[src/rtl/sha_256_pad_pkg.sv]
// sha_const: state encoding, register record and padding helpers for sha_256_pad.
package sha_const;
    typedef enum logic [2:0] {IDLE, FILL, PAD, SEND, WAIT} state_t;
    typedef struct packed {
        state_t      state;
        logic [3:0]  p;
        logic        pad_pending;
        logic        length_pending;
        logic        is_final;
        logic [63:0] len;
    } reg_type;
    localparam logic [31:0] PAD_WORD = 32'h8000_0000;
    localparam reg_type REG_RESET = '{state: IDLE, p: 4'd0, pad_pending: 1'b0,
                                      length_pending: 1'b0, is_final: 1'b0, len: 64'd0};
    function automatic logic [31:0] pad_word(input logic [31:0] word, input logic [2:0] bytes);
        return bytes == 3'd4 ? word
                             : (word & ~(32'hFFFF_FFFF >> {bytes, 3'b000})) | (PAD_WORD >> {bytes, 3'b000});
    endfunction
endpackage

[src/rtl/sha_256_pad_if.sv]
// sha_256_pad_if: message stream, core block port and digest outputs of sha_256_pad.
interface sha_256_pad_if;
    logic [31:0]  s_data;
    logic [2:0]   s_bytes;
    logic         s_last;
    logic         s_valid;
    logic         s_ready;
    logic [1:0]   mode;
    logic [511:0] Data;
    logic [63:0]  Index;
    logic [1:0]   Operation;
    logic         Enable;
    logic         Ready;
    logic [255:0] Hash;
    logic [255:0] digest;
    logic         digest_valid;
    logic         busy;
    modport slave (input s_data, s_bytes, s_last, s_valid, mode, Ready, Hash,
                   output s_ready, Data, Index, Operation, Enable, digest, digest_valid, busy);
    modport master (output s_data, s_bytes, s_last, s_valid, mode, Ready, Hash,
                    input s_ready, Data, Index, Operation, Enable, digest, digest_valid, busy);
endinterface

[src/rtl/sha_256_pad.sv]
// sha_256_pad: FIPS 180-4 padder and block sequencer for the SHA-224/256 core.
// Define SHA_PAD_SHA224_EN to honour mode; otherwise Operation is fixed at 1 (SHA-256).
module sha_256_pad
    import sha_const::*;
(
    input  logic          clk,
    input  logic          rst,
    sha_256_pad_if.slave  io_bus
);
    reg_type             r_s, w_s;
    logic [15:0][31:0]   r_data, w_data;
    logic [63:0]         r_index, w_index;
    logic [1:0]          r_op, w_op;
    logic [255:0]        r_digest, w_digest;
    logic                r_dv, w_dv;
    logic                w_take;
    logic [2:0]          w_b;
    logic [3:0]          w_pos;

    assign io_bus.s_ready      = rst && (r_s.state == IDLE || r_s.state == FILL);
    assign io_bus.Data         = r_data;
    assign io_bus.Index        = r_index;
    assign io_bus.Operation    = r_op;
    assign io_bus.Enable       = r_s.state == SEND;
    assign io_bus.digest       = r_digest;
    assign io_bus.digest_valid = r_dv;
    assign io_bus.busy         = r_s.state != IDLE;

    assign w_take = io_bus.s_valid && io_bus.s_ready;
    assign w_b    = (!io_bus.s_last || io_bus.s_bytes > 3'd4) ? 3'd4 : io_bus.s_bytes;
    assign w_pos  = r_s.state == IDLE ? 4'd0 : r_s.p;

    always_comb begin
        w_s      = r_s;
        w_data   = r_data;
        w_index  = r_index;
        w_op     = r_op;
        w_digest = r_digest;
        w_dv     = 1'b0;
        case (r_s.state)
            IDLE, FILL: if (w_take) begin
                if (r_s.state == IDLE) begin
                    w_index = 64'd0;
`ifdef SHA_PAD_SHA224_EN
                    w_op = io_bus.mode;
`endif
                end
                w_s.len            = (r_s.state == IDLE ? 64'd0 : r_s.len) + {58'd0, w_b, 3'd0};
                w_data[w_pos]      = pad_word(io_bus.s_data, w_b);
                w_s.p              = w_pos + 4'd1;
                w_s.pad_pending    = io_bus.s_last && w_b == 3'd4;
                // A 0x80 byte landing in word 14 or 15 leaves no room for the length.
                w_s.length_pending = io_bus.s_last && w_b != 3'd4 && w_pos >= 4'd14;
                w_s.is_final       = 1'b0;
                w_s.state          = w_pos == 4'd15 ? SEND : io_bus.s_last ? PAD : FILL;
            end
            PAD: begin
                w_data[r_s.p]      = r_s.pad_pending ? PAD_WORD
                                   : (r_s.p == 4'd14 && !r_s.length_pending) ? r_s.len[63:32]
                                   : (r_s.p == 4'd15 && !r_s.length_pending) ? r_s.len[31:0]
                                   : 32'd0;
                w_s.pad_pending    = 1'b0;
                w_s.length_pending = r_s.length_pending || (r_s.pad_pending && r_s.p >= 4'd14);
                w_s.is_final       = r_s.p == 4'd15 && !w_s.length_pending;
                w_s.p              = r_s.p + 4'd1;
                w_s.state          = r_s.p == 4'd15 ? SEND : PAD;
            end
            SEND: w_s.state = WAIT;
            WAIT: if (io_bus.Ready) begin
                w_index            = r_index + 64'd1;
                w_s.p              = 4'd0;
                w_s.length_pending = 1'b0;
                w_digest           = r_s.is_final ? io_bus.Hash : r_digest;
                w_dv               = r_s.is_final;
                w_s.state          = r_s.is_final ? IDLE
                                   : (r_s.pad_pending || r_s.length_pending) ? PAD : FILL;
            end
            default: w_s.state = IDLE;
        endcase
    end

    always_ff @(posedge clk) begin
        if (!rst) begin
            r_s      <= REG_RESET;
            r_data   <= '0;
            r_index  <= 64'd0;
            r_op     <= 2'd1;
            r_digest <= 256'd0;
            r_dv     <= 1'b0;
        end else begin
            r_s      <= w_s;
            r_data   <= w_data;
            r_index  <= w_index;
            r_op     <= w_op;
            r_digest <= w_digest;
            r_dv     <= w_dv;
        end
    end
endmodule

[src/flat_wrapper.sv]
// flat-port wrapper written by rule: the top's interface ports become plain ports
module sha_256_pad_flat import sha_const::*;
  (clk, rst, io_bus_s_data, io_bus_s_bytes, io_bus_s_last, io_bus_s_valid, io_bus_mode, io_bus_Ready, io_bus_Hash, io_bus_s_ready, io_bus_Data, io_bus_Index, io_bus_Operation, io_bus_Enable, io_bus_digest, io_bus_digest_valid, io_bus_busy);
  sha_256_pad_if io_bus_i ();
  input  logic clk;
  input  logic rst;
  input wire logic [$bits(io_bus_i.s_data)-1:0] io_bus_s_data;
  input wire logic [$bits(io_bus_i.s_bytes)-1:0] io_bus_s_bytes;
  input wire logic [$bits(io_bus_i.s_last)-1:0] io_bus_s_last;
  input wire logic [$bits(io_bus_i.s_valid)-1:0] io_bus_s_valid;
  input wire logic [$bits(io_bus_i.mode)-1:0] io_bus_mode;
  input wire logic [$bits(io_bus_i.Ready)-1:0] io_bus_Ready;
  input wire logic [$bits(io_bus_i.Hash)-1:0] io_bus_Hash;
  output wire logic [$bits(io_bus_i.s_ready)-1:0] io_bus_s_ready;
  output wire logic [$bits(io_bus_i.Data)-1:0] io_bus_Data;
  output wire logic [$bits(io_bus_i.Index)-1:0] io_bus_Index;
  output wire logic [$bits(io_bus_i.Operation)-1:0] io_bus_Operation;
  output wire logic [$bits(io_bus_i.Enable)-1:0] io_bus_Enable;
  output wire logic [$bits(io_bus_i.digest)-1:0] io_bus_digest;
  output wire logic [$bits(io_bus_i.digest_valid)-1:0] io_bus_digest_valid;
  output wire logic [$bits(io_bus_i.busy)-1:0] io_bus_busy;
  assign io_bus_i.s_data = io_bus_s_data;
  assign io_bus_i.s_bytes = io_bus_s_bytes;
  assign io_bus_i.s_last = io_bus_s_last;
  assign io_bus_i.s_valid = io_bus_s_valid;
  assign io_bus_i.mode = io_bus_mode;
  assign io_bus_i.Ready = io_bus_Ready;
  assign io_bus_i.Hash = io_bus_Hash;
  assign io_bus_s_ready = io_bus_i.s_ready;
  assign io_bus_Data = io_bus_i.Data;
  assign io_bus_Index = io_bus_i.Index;
  assign io_bus_Operation = io_bus_i.Operation;
  assign io_bus_Enable = io_bus_i.Enable;
  assign io_bus_digest = io_bus_i.digest;
  assign io_bus_digest_valid = io_bus_i.digest_valid;
  assign io_bus_busy = io_bus_i.busy;
  sha_256_pad u_core (.clk(clk), .rst(rst), .io_bus(io_bus_i));
endmodule
[config.mk]
export PLATFORM = sky130hd
export DESIGN_NAME = sha_256_pad_flat
export DESIGN_NICKNAME = d
export VERILOG_FILES = /design/src/rtl/sha_256_pad_pkg.sv /design/src/rtl/sha_256_pad_if.sv /design/src/rtl/sha_256_pad.sv /design/src/flat_wrapper.sv
export SDC_FILE = /design/constraint.sdc
export NUM_CORES = 2
export LEC_CHECK = 0
export ABC_CLOCK_PERIOD_IN_PS = 4100
export CAP_MARGIN = 20
export CORE_AREA = 5 5 437 439
export CTS_CLUSTER_DIAMETER = 50
export DETAILED_ROUTE_END_ITERATION = 8
export DIE_AREA = 0 0 442 444
export HOLD_SLACK_MARGIN = 0.12
export PLACE_DENSITY_LB_ADDON = 0.2
export SYNTH_ARGS = -nofsm -noshare
export SYNTH_HDL_FRONTEND = slang
export SYNTH_SLANG_ARGS = --single-unit
[constraint.sdc]
create_clock -name clk -period 4.1 [get_ports clk]
set_input_delay 1.025 -clock clk [delete_from_list [all_inputs] [get_ports clk]]
set_output_delay 1.025 -clock clk [all_outputs]
set_load 0.05 [all_outputs]
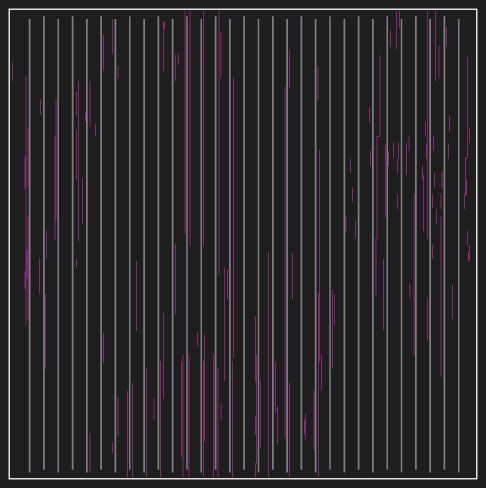
layer_met4.png
Supply wires on this layer in gray.
88 nets have wire on it. The longest straight run is 333 µm. The wires run mostly vertical. The layer holds 3.6% of the routed length.
vias post-DR: 37650
Total Wirelength: 216.9 mm

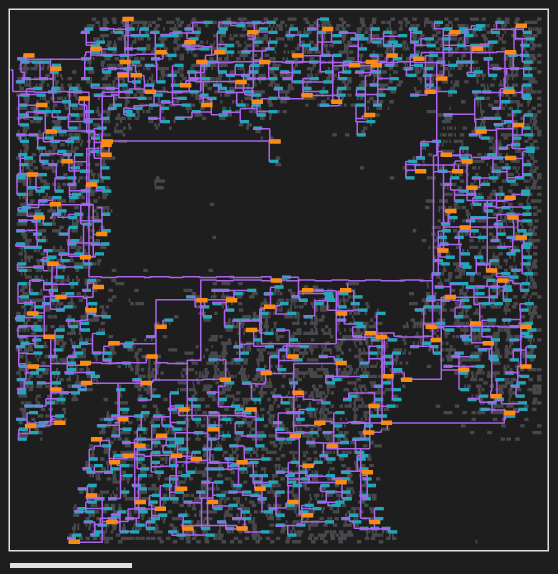
clk_routes.png
The bar under the picture is 100 µm long.
Key: cyan = flip-flops [count 904]; orange = clock drivers [count 142]; purple = clock wires [length 15900 µm]
Position of the flops: widely spread. There are 143 routed clock nets.
skew final: 0.02554 ns
Clk pwr share: 0.562

==> out/metrics.csv <==
metric,value,unit
buffers,1291,
buf_share,0.2342,
relSlewSlack,0.1748,
root_buffer,clkbuf_16,
powerComb,1.24,mW
syn_area,35960,µm²
status,completed,
antenna_found_initial,46,
hold_path.class,reg2reg,
avgSynthCellArea,7.834,µm²
final_cells,8236,
period_used_share,0.9219,
hold_path_depth,2,
dp_cells,7970,
ff_type,dfxtp_1,
drt_iter0_drc,2950,
comb_power_share,0.054,
finalNetCount,5932,
grtUsageTotal,0.2098,
maxPowerGroup,clock,
mi_logic_area,16440,µm²
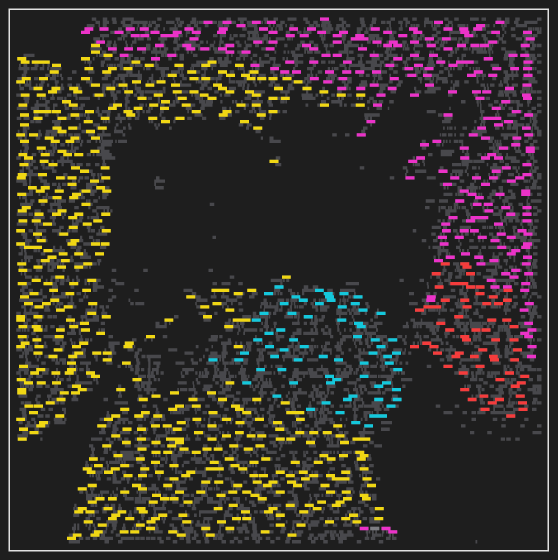
flops_by_reg.png
Other sequential cells in the stronger gray, the rest of the logic in the fainter gray.
Key: magenta = `u_core.io_bus.digest` [flops 256]; red = `u_core.io_bus.Index` [flops 64, where east]; cyan = `u_core.r_s` [flops 71]; yellow = `u_core.io_bus.Data` [flops 512]
flop share of the area: 0.3240
Flop area: 18100 µm²
Core Util, Final: 0.2990
Seq. pwr: 8.83 mW

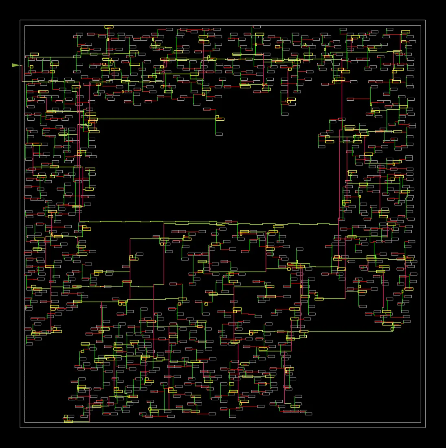
clocks.png
flip-flops: 904
Clock net power: 12.9 mW
final-layout clock buffer total: 182
clock latency on the worst-skew pair: 0.80 ns
total clock sinks: 904

-- kinds of logic after synthesis --
logic type / count (synthesis) / synth area share
other cells: 2 / 0.0002088
mux: 45 / 0.01256
fa+ha+maj: 13 / 0.004731
buf+inv: 429 / 0.04537
flops: 904 / 0.5032
xor+xnor: 100 / 0.02435
simple gates: 2097 / 0.2554
compound gates: 1001 / 0.1542
-- metal layers --
layer | routed length (µm) | up-vias | global-route usage
li1 | - | 17750 | -
met1 | 81660 | 18110 | 0.2344
met2 | 110500 | 1473 | 0.3746
met3 | 16890 | 307 | 0.06477
met4 | 7799 | 6 | 0.07657
met5 | 39 | - | 0
-- worst max-delay path: cells and delay by family, from the launching register on --
family	cells	cell delay (ns)
buffers and inverters	2	1.23
and+or+nand+nor	2	0.39
DFF	1	0.33
No activity file was given, so power comes from the tool's default toggle rates.
